Fig. 1: run 1, clock wiring as the flow saved it
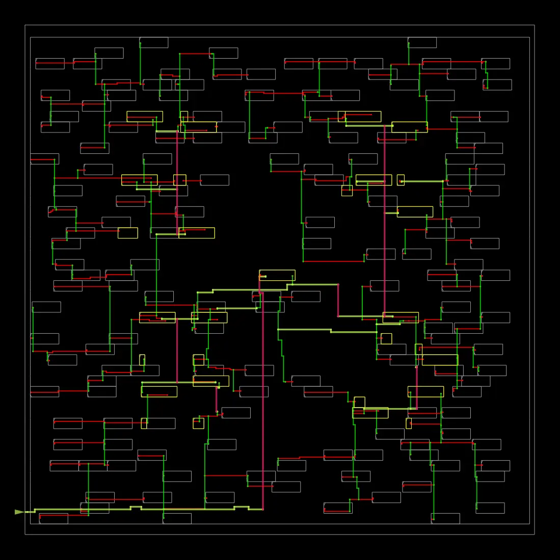
Fig. 2: run 1, wiring by layer
Two of the layers only.
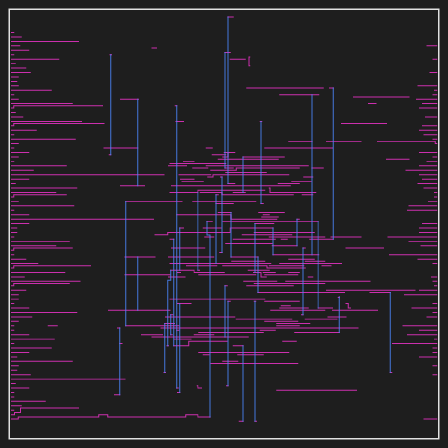
Fig. 3: run 1, drive-strength map
Scale bar: 50 µm.
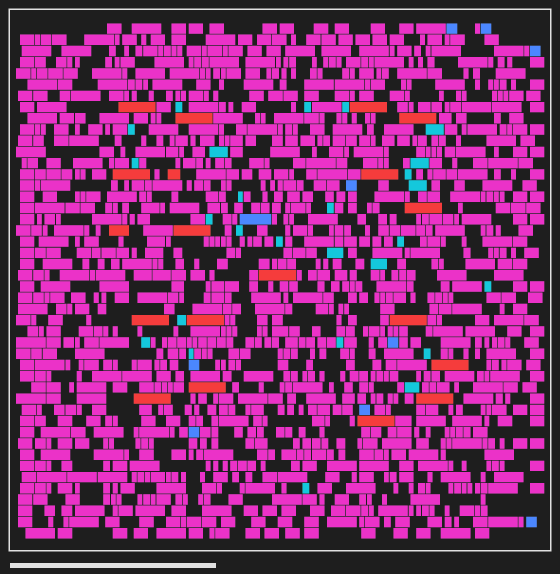
[src/rtl/instruction_fetch.sv]
// Instruction fetch stage for the 64-bit five-stage pipeline.
// Owns the program counter, issues one outstanding instruction-memory request
// at a time over a valid/ready handshake, and presents each returned word with
// its PC to the IF/ID register. Honours the hazard-unit stall (pc_write) and
// EX redirects, discarding any wrong-path response still in flight.
module instruction_fetch #(
  parameter logic [63:0] RESET_PC = 64'h0,
  parameter logic [31:0] NOP_INSN = 32'h0000_0013
) (
  input  logic        clk,
  input  logic        reset,
  input  logic        pc_write,
  input  logic        redirect_valid,
  input  logic [63:0] redirect_pc,
  output logic        imem_req,
  output logic [63:0] imem_addr,
  input  logic        imem_ready,
  input  logic        imem_rvalid,
  input  logic [31:0] imem_rdata,
  output logic        if_valid,
  output logic [31:0] if_instruction,
  output logic [63:0] if_pc
);

  typedef enum logic [1:0] {
    ST_FETCH = 2'd0,
    ST_WAIT  = 2'd1,
    ST_DRAIN = 2'd2
  } state_t;

  // Clears the byte-offset bits so every fetch address is word-aligned.
  function automatic logic [63:0] align_word(input logic [63:0] addr);
    return addr & ~64'h0000_0000_0000_0003;
  endfunction

  // Sequential PC; addition is modulo 2^64 so the top word wraps to zero.
  function automatic logic [63:0] next_word(input logic [63:0] addr);
    return addr + 64'd4;
  endfunction

  state_t      state_r, state_s;
  logic [63:0] pc_r, pc_s;
  logic        if_valid_r, if_valid_s;
  logic [31:0] if_instruction_r, if_instruction_s;
  logic [63:0] if_pc_r, if_pc_s;

  logic        req_s;
  logic        handshake_s;
  logic        consume_s;

  // A request is only raised in FETCH when the output slot is free or being
  // consumed, and never while a redirect (or reset) is pending this cycle.
  assign req_s       = (state_r == ST_FETCH) && !redirect_valid && !reset &&
                       (!if_valid_r || pc_write);
  assign handshake_s = req_s && imem_ready;
  assign consume_s   = if_valid_r && pc_write;

  assign imem_req       = req_s;
  assign imem_addr      = pc_r;
  assign if_valid       = if_valid_r;
  assign if_instruction = if_instruction_r;
  assign if_pc          = if_pc_r;

  // Next-state and next-register computation; redirect overrides normal flow.
  always_comb begin
    state_s          = state_r;
    pc_s             = pc_r;
    if_valid_s       = if_valid_r;
    if_instruction_s = if_instruction_r;
    if_pc_s          = if_pc_r;

    if (redirect_valid) begin
      pc_s             = align_word(redirect_pc);
      if_valid_s       = 1'b0;
      if_instruction_s = NOP_INSN;
      case (state_r)
        ST_FETCH: state_s = handshake_s ? ST_DRAIN : ST_FETCH;
        ST_WAIT:  state_s = imem_rvalid ? ST_FETCH : ST_DRAIN;
        ST_DRAIN: state_s = imem_rvalid ? ST_FETCH : ST_DRAIN;
        default:  state_s = ST_FETCH;
      endcase
    end else begin
      // Consumed slot empties unless a fresh response is loaded below.
      if (consume_s) begin
        if_valid_s       = 1'b0;
        if_instruction_s = NOP_INSN;
      end else begin
        if_valid_s       = if_valid_r;
      end
      case (state_r)
        ST_FETCH: begin
          if (handshake_s) begin
            state_s = ST_WAIT;
          end else begin
            state_s = ST_FETCH;
          end
        end
        ST_WAIT: begin
          if (imem_rvalid) begin
            if_instruction_s = imem_rdata;
            if_pc_s          = pc_r;
            if_valid_s       = 1'b1;
            pc_s             = next_word(pc_r);
            state_s          = ST_FETCH;
          end else begin
            state_s = ST_WAIT;
          end
        end
        ST_DRAIN: begin
          if (imem_rvalid) begin
            state_s = ST_FETCH;
          end else begin
            state_s = ST_DRAIN;
          end
        end
        default: state_s = ST_FETCH;
      endcase
    end
  end

  // State and datapath registers with synchronous active-high reset.
  always_ff @(posedge clk) begin
    if (reset) begin
      state_r          <= ST_FETCH;
      pc_r             <= align_word(RESET_PC);
      if_valid_r       <= 1'b0;
      if_instruction_r <= NOP_INSN;
      if_pc_r          <= 64'h0;
    end else begin
      state_r          <= state_s;
      pc_r             <= pc_s;
      if_valid_r       <= if_valid_s;
      if_instruction_r <= if_instruction_s;
      if_pc_r          <= if_pc_s;
    end
  end

endmodule
[config.mk]
export PLATFORM = sky130hd
export DESIGN_NAME = instruction_fetch
export DESIGN_NICKNAME = d
export VERILOG_FILES = /design/src/rtl/instruction_fetch.sv
export SDC_FILE = /design/constraint.sdc
export NUM_CORES = 1
export LEC_CHECK = 0
export ABC_CLOCK_PERIOD_IN_PS = 4300
export CORE_UTILIZATION = 45
export CTS_CLUSTER_DIAMETER = 50
export DETAILED_ROUTE_END_ITERATION = 6
export GPL_TIMING_DRIVEN = 0
export PLACE_DENSITY_LB_ADDON = 0.05
export SLEW_MARGIN = 20
export SYNTH_ARGS = -nofsm -noshare
export SYNTH_HDL_FRONTEND = slang
export SYNTH_SLANG_ARGS = --single-unit
[constraint.sdc]
create_clock -name clk -period 4.3 [get_ports clk]
set_input_delay 1.075 -clock clk [delete_from_list [all_inputs] [get_ports clk]]
set_output_delay 1.075 -clock clk [all_outputs]
set_load 0.005 [all_outputs]
==> impl_metrics.tcl, run 1 <==
# yosys + openroad results
set metrics [dict create \
    crit_start "redirect_valid" \
    num_antenna_cells 0 \
    synthTopLogicFamily "simple AND/OR/NAND/NOR gates" \
    tritoncts "yes" \
    totalPowerFinal_w 0.00339 \
    ant_nets 0 \
    overflow 0 \
    combAreaFraction_pct 36.3 \
    worst_hold_slack_ns 0.453 \
    critPathKind "input port to primary output" \
    rr_startpoint "state_r[1]" \
    final_cells 1475 \
    final_common_cell "clkdlybuf4s50_1" \
    aoi_share_pct 16.1 \
    ioPinCount 264 \
    htreeDepth 4 \
    cp_num_cells 5 \
    antenna_found_initial 0 \
    cts.clk_slew.worst_paths_ns 0.06 \
    comb_power_w 0.000411 \
    portBuffers 255 \
    buffer_area_share_pct 26.6 \
    yosysWarningCount 0 \
    rsz0062_at_grt "false" \
    dominant_cells "multi-input combinational cells" \
    top_cell_area_share_pct 42.5 \
    cts_setup_buffers 0 \
    fmax_ghz 0.242 \
    cp_max_fo 10 \
    min_from "if_pc[38]" \
    synth_stat.cells 970 \
    power_leader "registers" \
    p_seq_share_pct 47.3 \
    yosys_area_um2 7490 \
    use_met2_pct 48.9 \
    synth.area.mux_share_pct 1.24 \
    avgViaCountPerCell 5.71 \
    place.gp.congestion 0.936 \
    fin_nets 1354 \
    cp_cell_sequence "clkdlybuf4s50_1, clkbuf_1, nor2_2, and3_1, clkdlybuf4s50_1" \
    grtUsageMet3_pct 8.59 \
    edf_count 0 \
    synthXorXnorAreaFrac_pct 3.39 \
    setup_viol 0 \
    ys_async_sr_fraction_pct 0 \
    inverters 13 \
    worstMarginPinSlew_ns 0.910 \
    dp_slack_ns -0.00562 \
    top_cells_by_count "196 x nand2_1, 159 x dfxtp_1, 91 x nor2_1" \
    n_clock_buffer 21 \
    synth_flops 159 \
    p_clk_share_pct 40.6 \
    outcome "finished clean" \
    rows 46 \
    sh_seq_area_pct 29.3 \
    fp_util_pct 46.6 \
    crit_top_cell "clkdlybuf4s50_1" \
    worstPathRequired_ns 3.22 \
    crit_end "imem_req" \
    postPlaceCellArea_um2 10300 \
    relSlewSlack_pct 39.4 \
    fillerInstances 1394 \
    warnings 31 \
]
## Picture notes: Fig. 1
Num CTS Buffers: 17
clk sink count: 159
flop count: 159
clk_skew: 0.0102 ns
Late-Pin Clk Latency: 0.43 ns

## Picture notes: Fig. 2
magenta -> met3  # wire length 2,770 µm
blue -> met4  # wire length 922 µm
vias: 8,416
drt total wl: 27.0 mm
Tot GR Track Use: 31.8%
Routed WL per cell: 18.3 µm

## Picture notes: Fig. 3
magenta -> drive 1 or less  # cells 1,204, most used clkdlybuf4s50_1
blue -> drive 3 to 4  # cells 10, most used clkinvlp_4
red -> drive 6 and up  # cells 19, most used clkbuf_16
cyan -> drive 2  # cells 26, most used buf_2
Non-clk bufs: 337
Design Area, Final: 10,900 µm²

Fig. 4: run 1, M4 wires
Scale bar: 50 µm.
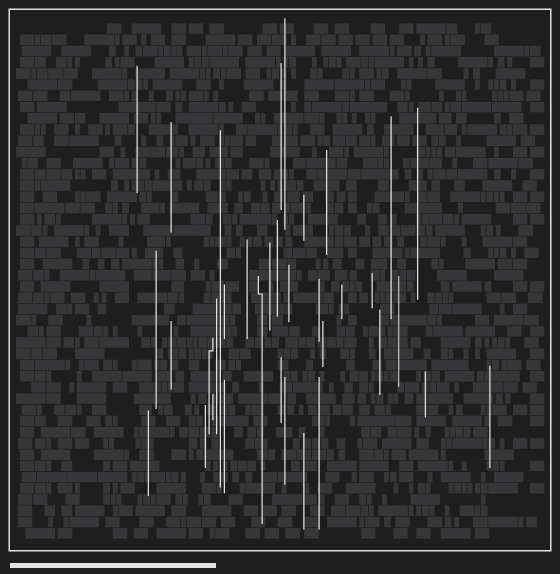

==> run 2, diff against run 1 <==
- ABC_AREA: default -> 1
- CTS_CLUSTER_DIAMETER: 50 -> 60
Fig. 5: run 2, M4 wires
Scale bar: 50 µm.
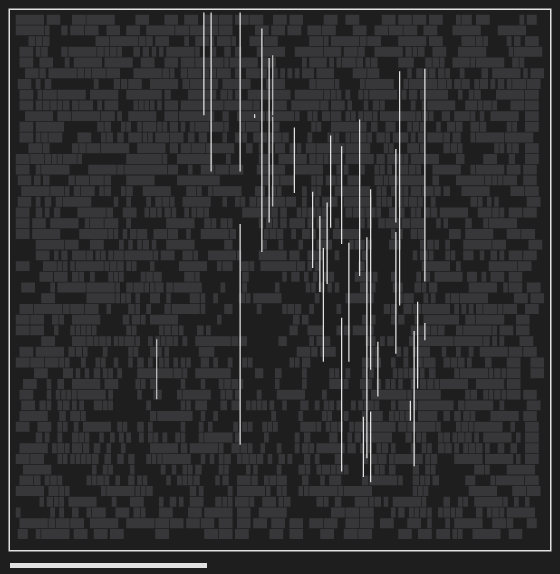
longest straight run = 59.2 µm
main direction = vertical
wire length on this layer = 946 µm
vias: 9,669
drt total wl: 33.4 mm

==> impl_metrics.tcl, run 2 <==
# yosys + openroad results
set metrics [dict create \
    outcome "finished clean" \
    yosys_area_um2 8210 \
    crit_start "reset" \
    critPathKind "input port to primary output" \
    worst_hold_slack_ns 0.463 \
    fillerInstances 1691 \
    cts_setup_buffers 0 \
    pg_seq_w 0.00158 \
    setup_viol 0 \
    p_sw_w 0.000949 \
    rows 49 \
    cpLargestDelayFamily "buffers and inverters" \
    synth.area.mux_share_pct 0 \
    cts_buffers 17 \
    final_common_cell "nand2_1" \
    dp_slack_ns 0.565 \
    antenna_found_initial 0 \
    ctsResizeCount 0 \
    n_all_buffers 318 \
    cp_cell_sequence "clkbuf_1, inv_1, nand2_1, inv_1, nand2_1, nor2_1, clkdlybuf4s50_1" \
    cts.clk_slew.worst_paths_ns 0.07 \
    portBuffers 255 \
    postLayoutCellArea_um2 11700 \
    fp_util_pct 45.9 \
    mi_logic_area_um2 4280 \
    postPlaceCellArea_um2 11100 \
    routed.top_layer "met4" \
    synth_cell_types 41 \
    fin_nets 1633 \
    rr_startpoint "state_r[1]" \
    rsz0062_at_grt "false" \
    totalPowerFinal_w 0.00363 \
    clock_sinks 159 \
    min_from "if_pc[15]" \
    comb_power_w 0.000424 \
    use_met2_pct 56.7 \
    rr_endpoint "imem_addr[20]" \
    edf_count 0 \
    wl_met3_mm 3.55 \
    peakVddDrop_v 0.000278 \
    synthXorXnorAreaFrac_pct 0.533 \
    path_buffers 4 \
    grt_busiest_layer "met2" \
    power_density_nw_per_um2 311 \
    cp_num_cells 7 \
    ys_async_sr_fraction_pct 0 \
    top_cell_area_share_pct 38.8 \
    intPower_w 0.00268 \
    taps 229 \
    seqCellArea_um2 3180 \
    p_seq_share_pct 43.7 \
    worstMarginPinSlew_ns 0.855 \
    combPwrFrac_pct 11.7 \
    flop-count 159 \
    ioPinCount 264 \
    overflow 0 \
    min_to "if_pc[15]" \
    relSlewSlack_pct 43.0 \
    gr-usage-all-layers_pct 35.1 \
    wl_per_cell_um 18.9 \
    buffer_area_share_pct 24.3 \
    rr_worst_depth 9 \
    place.gp.congestion 0.996 \
    setup_slack_ns 0.527 \
    inverters 126 \
    synth_flops 159 \
    startpoint_type "input port" \
    yosysWarningCount 0 \
    clk_share_pct 5.25 \
    grt_first_pass_wirelength_mm 48.6 \
    power_leader "the clock network" \
    num_antenna_cells 0 \
    dp_hpwl_mm 25.4 \
    tritoncts "yes" \
    synth-main-ff-cell "dfxtp_1" \
    chip_area_um2 18800 \
    crit_end "imem_req" \
    final_cells 1767 \
    die_width_um 137 \
    maxSlewViolCount 0 \
    p_clk_share_pct 44.6 \
    combAreaFraction_pct 36.7 \
    synthTopLogicFamily "simple AND/OR/NAND/NOR gates" \
    grtUsageMet3_pct 8.85 \
    synth_stat.cells 1249 \
    dominant_cells "multi-input combinational cells" \
    tns_ns 0 \
    cts_hold_buf 0 \
    finalHoldViolations 0 \
    fmax_ghz 0.265 \
    top_cells_by_count "296 x nand2_1, 201 x nor2_1, 159 x dfxtp_1" \
    fin_crit_ns 3.77 \
    avgSynthCellArea_um2 6.58 \
    sh_seq_area_pct 27.3 \
    grt_pass1_vias 8700 \
    switching_share_pct 26.2 \
    drc 0 \
    cp_max_fo 6 \
    warnings 31 \
    p_leak_nw 4.56 \
    ant_nets 0 \
    worstPathRequired_ns 3.22 \
    avgViaCountPerCell 5.47 \
    htreeDepth 4 \
    aoi_share_pct 10.8 \
    area_growth_syn_to_layout_pct 42.2 \
    finalClockPeriodUsage_pct 87.7 \
]
Fig. 6: run 2, clock wiring as the flow saved it
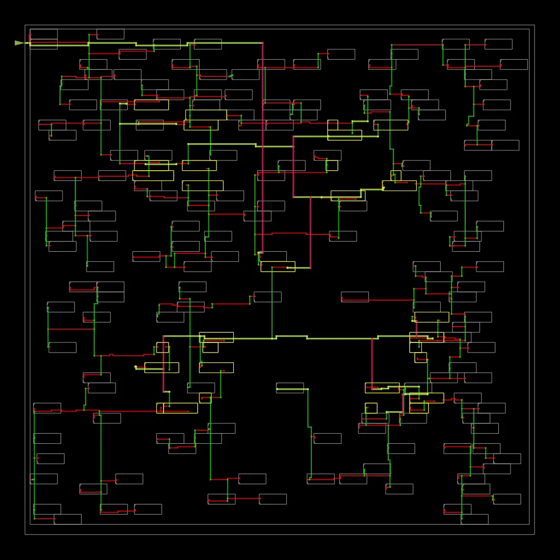
Late-Pin Clk Latency: 0.44 ns
clock buf count: 18
clk_skew: 0.00871 ns
clk pwr: 0.00162 W

Power figures rest on the tool's default switching activity, not on a simulated workload.
